--- src/rtl/hero_write_arb_pkg.sv ---
// hero_write_arb_pkg
// Shared hero bus definitions. This file holds the beat cycle-type encoding,
// the arbiter state encoding, and the default bus width and burst limit
// constants. It also provides a small wrap-around increment helper.
// Ports: none (package).
package hero_write_arb_pkg;

    typedef enum logic [1:0] {
        IDLE  = 2'd0,
        VALID = 2'd1,
        DONE  = 2'd2
    } cycle_type_e;

    typedef enum logic {
        ARB = 1'b0,
        OWN = 1'b1
    } arb_state_e;

    localparam int HERO_WIDTH_DEF = 32;
    localparam int MAX_BURST_DEF  = 16;

    // Next requester index after idx, wrapping at n (n need not be a power of two).
    function automatic int wrap_inc(input int idx, input int n);
        return (idx + 1 >= n) ? 0 : idx + 1;
    endfunction

endpackage

--- src/rtl/hero_write_arb_rr_pick.sv ---
// rr_pick
// Round-robin winner search. The search starts at ptr and wraps around.
// It returns the first requester whose req bit is set.
// Ports:
//   req   - one bit per requester, set when that requester is eligible
//   ptr   - index where the search starts (highest priority this cycle)
//   valid - high when any requester is eligible
//   index - winning requester index (0 when valid is low)
module rr_pick #(
    parameter int N  = 4,
    parameter int IW = (N > 1) ? $clog2(N) : 1
) (
    input  logic [N-1:0]  req,
    input  logic [IW-1:0] ptr,
    output logic          valid,
    output logic [IW-1:0] index
);

    // Walk the offsets from farthest to nearest. This way the requester
    // closest to ptr overwrites any earlier hit and ends up winning.
    always_comb begin
        valid = 1'b0;
        index = '0;
        for (int i = N - 1; i >= 0; i--) begin
            if (req[(int'(ptr) + i) % N]) begin
                valid = 1'b1;
                index = IW'((int'(ptr) + i) % N);
            end
        end
    end

endmodule

--- src/rtl/hero_write_arb.sv ---
// hero_write_arb
// This module arbitrates burst writes from NUM_REQ requesters onto one hero bus.
// A requester wins in round-robin order and keeps the bus until its DONE beat.
// It also loses the bus when it reaches MAX_BURST beats; that last beat is sent
// out as DONE and trunc_pulse is raised. The output is a single registered stage.
// Ports:
//   clk, rst_n            - clock and asynchronous active-low reset
//   req_valid/cycle/data  - per-requester beat offer (cycle VALID or DONE)
//   req_ready             - per-requester accept (combinational grant)
//   hero_cycle/data/src   - registered hero bus beat, owner index
//   hero_ready            - downstream accepts the current non-IDLE beat
//   trunc_pulse           - one-cycle flag on a beat forced to DONE
module hero_write_arb
    import hero_write_arb_pkg::*;
#(
    parameter int NUM_REQ    = 4,
    parameter int HERO_WIDTH = HERO_WIDTH_DEF,
    parameter int MAX_BURST  = MAX_BURST_DEF
) (
    input  logic                                 clk,
    input  logic                                 rst_n,
    input  logic [NUM_REQ-1:0]                   req_valid,
    input  logic [NUM_REQ-1:0][1:0]              req_cycle,
    input  logic [NUM_REQ-1:0][HERO_WIDTH-1:0]   req_data,
    output logic [NUM_REQ-1:0]                   req_ready,
    output logic [1:0]                           hero_cycle,
    output logic [HERO_WIDTH-1:0]                hero_data,
    output logic [$clog2(NUM_REQ)-1:0]           hero_src,
    input  logic                                 hero_ready,
    output logic                                 trunc_pulse
);

    localparam int SRC_W = $clog2(NUM_REQ);
    localparam int CNT_W = $clog2(MAX_BURST + 1);

    arb_state_e        state;
    logic [SRC_W-1:0]  rr_ptr;
    logic [SRC_W-1:0]  owner;
    logic [CNT_W-1:0]  beat_cnt;

    logic [NUM_REQ-1:0] req_live;
    logic               stage_free;
    logic               pick_valid;
    logic [SRC_W-1:0]   pick_idx;
    logic [SRC_W-1:0]   sel;
    logic [SRC_W-1:0]   next_ptr;
    cycle_type_e        sel_cycle;
    logic               accept;
    logic               truncate;

    // A requester counts as eligible only when it is valid and its cycle is
    // not IDLE. An IDLE offer is invisible to the arbiter.
    always_comb begin
        for (int i = 0; i < NUM_REQ; i++) begin
            req_live[i] = req_valid[i] && (cycle_type_e'(req_cycle[i]) != IDLE);
        end
    end

    assign stage_free = (cycle_type_e'(hero_cycle) == IDLE) || hero_ready;

    rr_pick #(
        .N  (NUM_REQ),
        .IW (SRC_W)
    ) u_rr_pick (
        .req   (req_live),
        .ptr   (rr_ptr),
        .valid (pick_valid),
        .index (pick_idx)
    );

    // Combinational grant. In ARB the round-robin winner gets ready. In OWN
    // only the owner gets ready, and only when it offers a non-IDLE beat.
    // Both cases need the output stage to be free. Reset masks all grants.
    always_comb begin
        req_ready = '0;
        sel       = owner;
        if (state == ARB) begin
            sel = pick_idx;
            if (pick_valid && stage_free) begin
                req_ready[pick_idx] = 1'b1;
            end
        end else if (stage_free && (cycle_type_e'(req_cycle[owner]) != IDLE)) begin
            req_ready[owner] = 1'b1;
        end
        if (!rst_n) begin
            req_ready = '0;
        end
        accept    = |(req_valid & req_ready);
        sel_cycle = cycle_type_e'(req_cycle[sel]);
        // beat_cnt holds the number of beats already taken. The beat being
        // accepted now is therefore beat number beat_cnt+1.
        truncate  = (state == OWN) && accept && (sel_cycle == VALID) &&
                    (beat_cnt == CNT_W'(MAX_BURST - 1));
        next_ptr  = SRC_W'(wrap_inc(int'(sel), NUM_REQ));
    end

    // This block holds the output stage and the ARB/OWN state machine.
    // Every accepted beat loads the stage. A free stage with no accept
    // drains to IDLE. The pointer moves past a requester when its burst ends.
    always_ff @(posedge clk or negedge rst_n) begin
        if (!rst_n) begin
            state       <= ARB;
            rr_ptr      <= '0;
            owner       <= '0;
            beat_cnt    <= '0;
            hero_cycle  <= IDLE;
            hero_data   <= '0;
            hero_src    <= '0;
            trunc_pulse <= 1'b0;
        end else begin
            trunc_pulse <= 1'b0;
            if (stage_free) begin
                if (accept) begin
                    hero_cycle  <= truncate ? DONE : sel_cycle;
                    hero_data   <= req_data[sel];
                    hero_src    <= sel;
                    trunc_pulse <= truncate;
                end else begin
                    hero_cycle  <= IDLE;
                end
            end
            if (accept) begin
                if (state == ARB) begin
                    if (sel_cycle == VALID) begin
                        owner    <= sel;
                        beat_cnt <= CNT_W'(1);
                        state    <= OWN;
                    end else begin
                        rr_ptr   <= next_ptr;
                    end
                end else begin
                    if ((sel_cycle == DONE) || truncate) begin
                        state    <= ARB;
                        beat_cnt <= '0;
                        rr_ptr   <= next_ptr;
                    end else begin
                        beat_cnt <= beat_cnt + CNT_W'(1);
                    end
                end
            end
        end
    end

endmodule

--- config.mk ---
export PLATFORM = sky130hd
export DESIGN_NAME = hero_write_arb
export DESIGN_NICKNAME = d
export VERILOG_FILES = /design/src/rtl/hero_write_arb_pkg.sv /design/src/rtl/hero_write_arb_rr_pick.sv /design/src/rtl/hero_write_arb.sv
export SDC_FILE = /design/constraint.sdc
export NUM_CORES = 1
export LEC_CHECK = 0
export CAP_MARGIN = 40
export CELL_PAD_IN_SITES_DETAIL_PLACEMENT = 0
export CELL_PAD_IN_SITES_GLOBAL_PLACEMENT = 1
export CORE_MARGIN = 1.5
export CORE_UTILIZATION = 25
export DETAILED_ROUTE_END_ITERATION = 12
export PLACE_DENSITY = 0.88
export SYNTH_ARGS = -nofsm -noshare
export SYNTH_HDL_FRONTEND = slang
export SYNTH_HIERARCHICAL = 1
export SYNTH_SLANG_ARGS = --single-unit
--- constraint.sdc ---
create_clock -name clk -period 2.42 [get_ports clk]
set_input_delay 0.363 -clock clk [delete_from_list [all_inputs] [get_ports clk]]
set_output_delay 0.363 -clock clk [all_outputs]
set_load 0.01 [all_outputs]
Figure 1. Clock distribution.
(3 px per um)
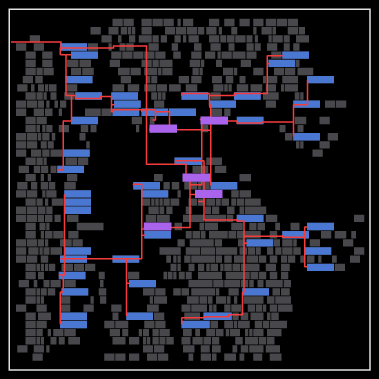
[clock drivers] purple | count: 5
[flip-flops] blue | count: 47
[clock wires] red | length: 691 um
routed clock nets	6

Figure 2. Port wiring.
(2 px per um)
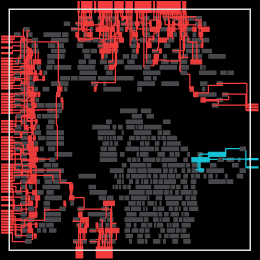
port	color	bits	direction	end cells	buffers	wire
hero_cycle	cyan	2	output	2	2	75.6 um
req_data	red	128	input	128	128	2490 um

Figure 3. Track usage over the die.
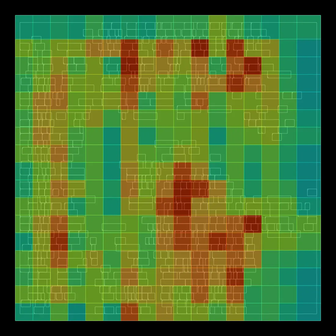
fin util: 47.4%
GR Util met2: 30.5%
global-route met3 utilization: 4.37%

Figure 4. Placement density heat map.
(3 px per um) 12 x 12 tiles, from dark blue (low) to red (high), 0 to 100% covered.
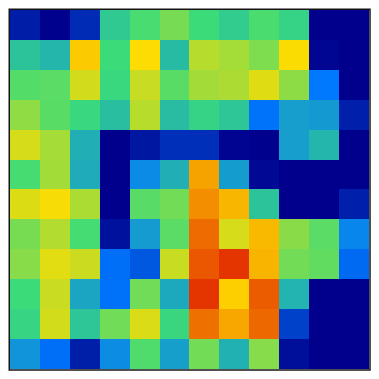
densest ninth of the die	bottom center
nearly empty tiles	17%
fullest tile	94%

==> run summary <==
post_cts resized -> 70
minimum clock period after layout -> 2610 ps
top power group -> combinational logic
aggregate negative setup slack -> -4200 ps
die height -> 120 um
Die Span X -> 120 um
delay of the slowest cell on the worst path -> 450 ps
Max Clk Rate -> 384 MHz
result of the run -> finished, violations left
placement-stage cell area -> 0.00570 mm^2
Routed Antenna Nets -> 0
Worst Setup Path Type -> reg -> reg
timing endpoint of the critical path -> rr_ptr[0]
overall fraction of global-route tracks in use -> 16.3%
cells along the critical path -> nor3b_4 > a211oi_2 > nor2_2 > buf_6 > buf_6 > mux2i_4 > mux2i_2 > mux2i_4 > nor2_1 > o21a_4 > mux2_4
synth cell count leaders -> sky130_fd_sc_hd__nand2_1 (76), sky130_fd_sc_hd__dfrtp_1 (47), sky130_fd_sc_hd__a31oi_1 (34), sky130_fd_sc_hd__mux2_2 (34), sky130_fd_sc_hd__a211oi_1 (33)
violated checks -> setup timing
routed via count divided by cell count -> 4.81
data arrival time at the worst-slack endpoint -> 2780 ps
fill cell total of the finished layout -> 1235
critical-path maximum fanout -> 5
Worst Tran Pin Value -> 476 ps
chip area line of the yosys report -> 0.00341 mm^2
kind of end point of the critical path -> flip-flop
drt drc -> 0
critical path required time -> 2600 ps
top logic cell by instance count in the layout -> sky130_fd_sc_hd__clkdlybuf4s50_1
worst setup slack for register-to-register paths -> -190 ps
clock edge transition at the registers on the reported setup and hold paths -> 70 ps
dominant logic cell types in the final layout -> sky130_fd_sc_hd__clkdlybuf4s50_1 (166), sky130_fd_sc_hd__nand2_1 (73), sky130_fd_sc_hd__dfrtp_1 (45), sky130_fd_sc_hd__buf_4 (45), sky130_fd_sc_hd__a31oi_1 (34)
number of non-clock inverters in the layout -> 8
net switching power -> 2.87 mW
total grt overflow -> 0
Total Die Area -> 0.0143 mm^2
Max Cap Viol -> 0
ys cells -> 392
clock tree buffer depth -> 2
syn nets -> 537
combinational power -> 4.93 mW
number of failing hold endpoints at the final stage -> 0
FFs & Latches -> 47
stages on the worst setup path -> 11
multi-input combinational cell count -> 309
Synth cell types -> 49
Basic Gates by Area -> 22.4%
Power Total -> 7.10 mW
Clk Latency, worst-skew pair -> 290 ps
final cell area excluding filler cells -> 0.00630 mm^2
post-layout worst setup margin -> -185 ps
placement row count -> 42
crit share post-route -> 108%
count of flip-flops with a built-in enable after synthesis -> 0
count of endpoints failing setup in the final report -> 46
kind of start point of the critical path -> flip-flop
seq pwr -> 1.49 mW
post-synthesis compound-gate area fraction -> 20.4%
post-synthesis area per instance -> 8.70 um^2
busiest metal layer after global routing -> met2
antenna cells -> 0
Power figures rest on the tool's default switching activity, not on a simulated workload.
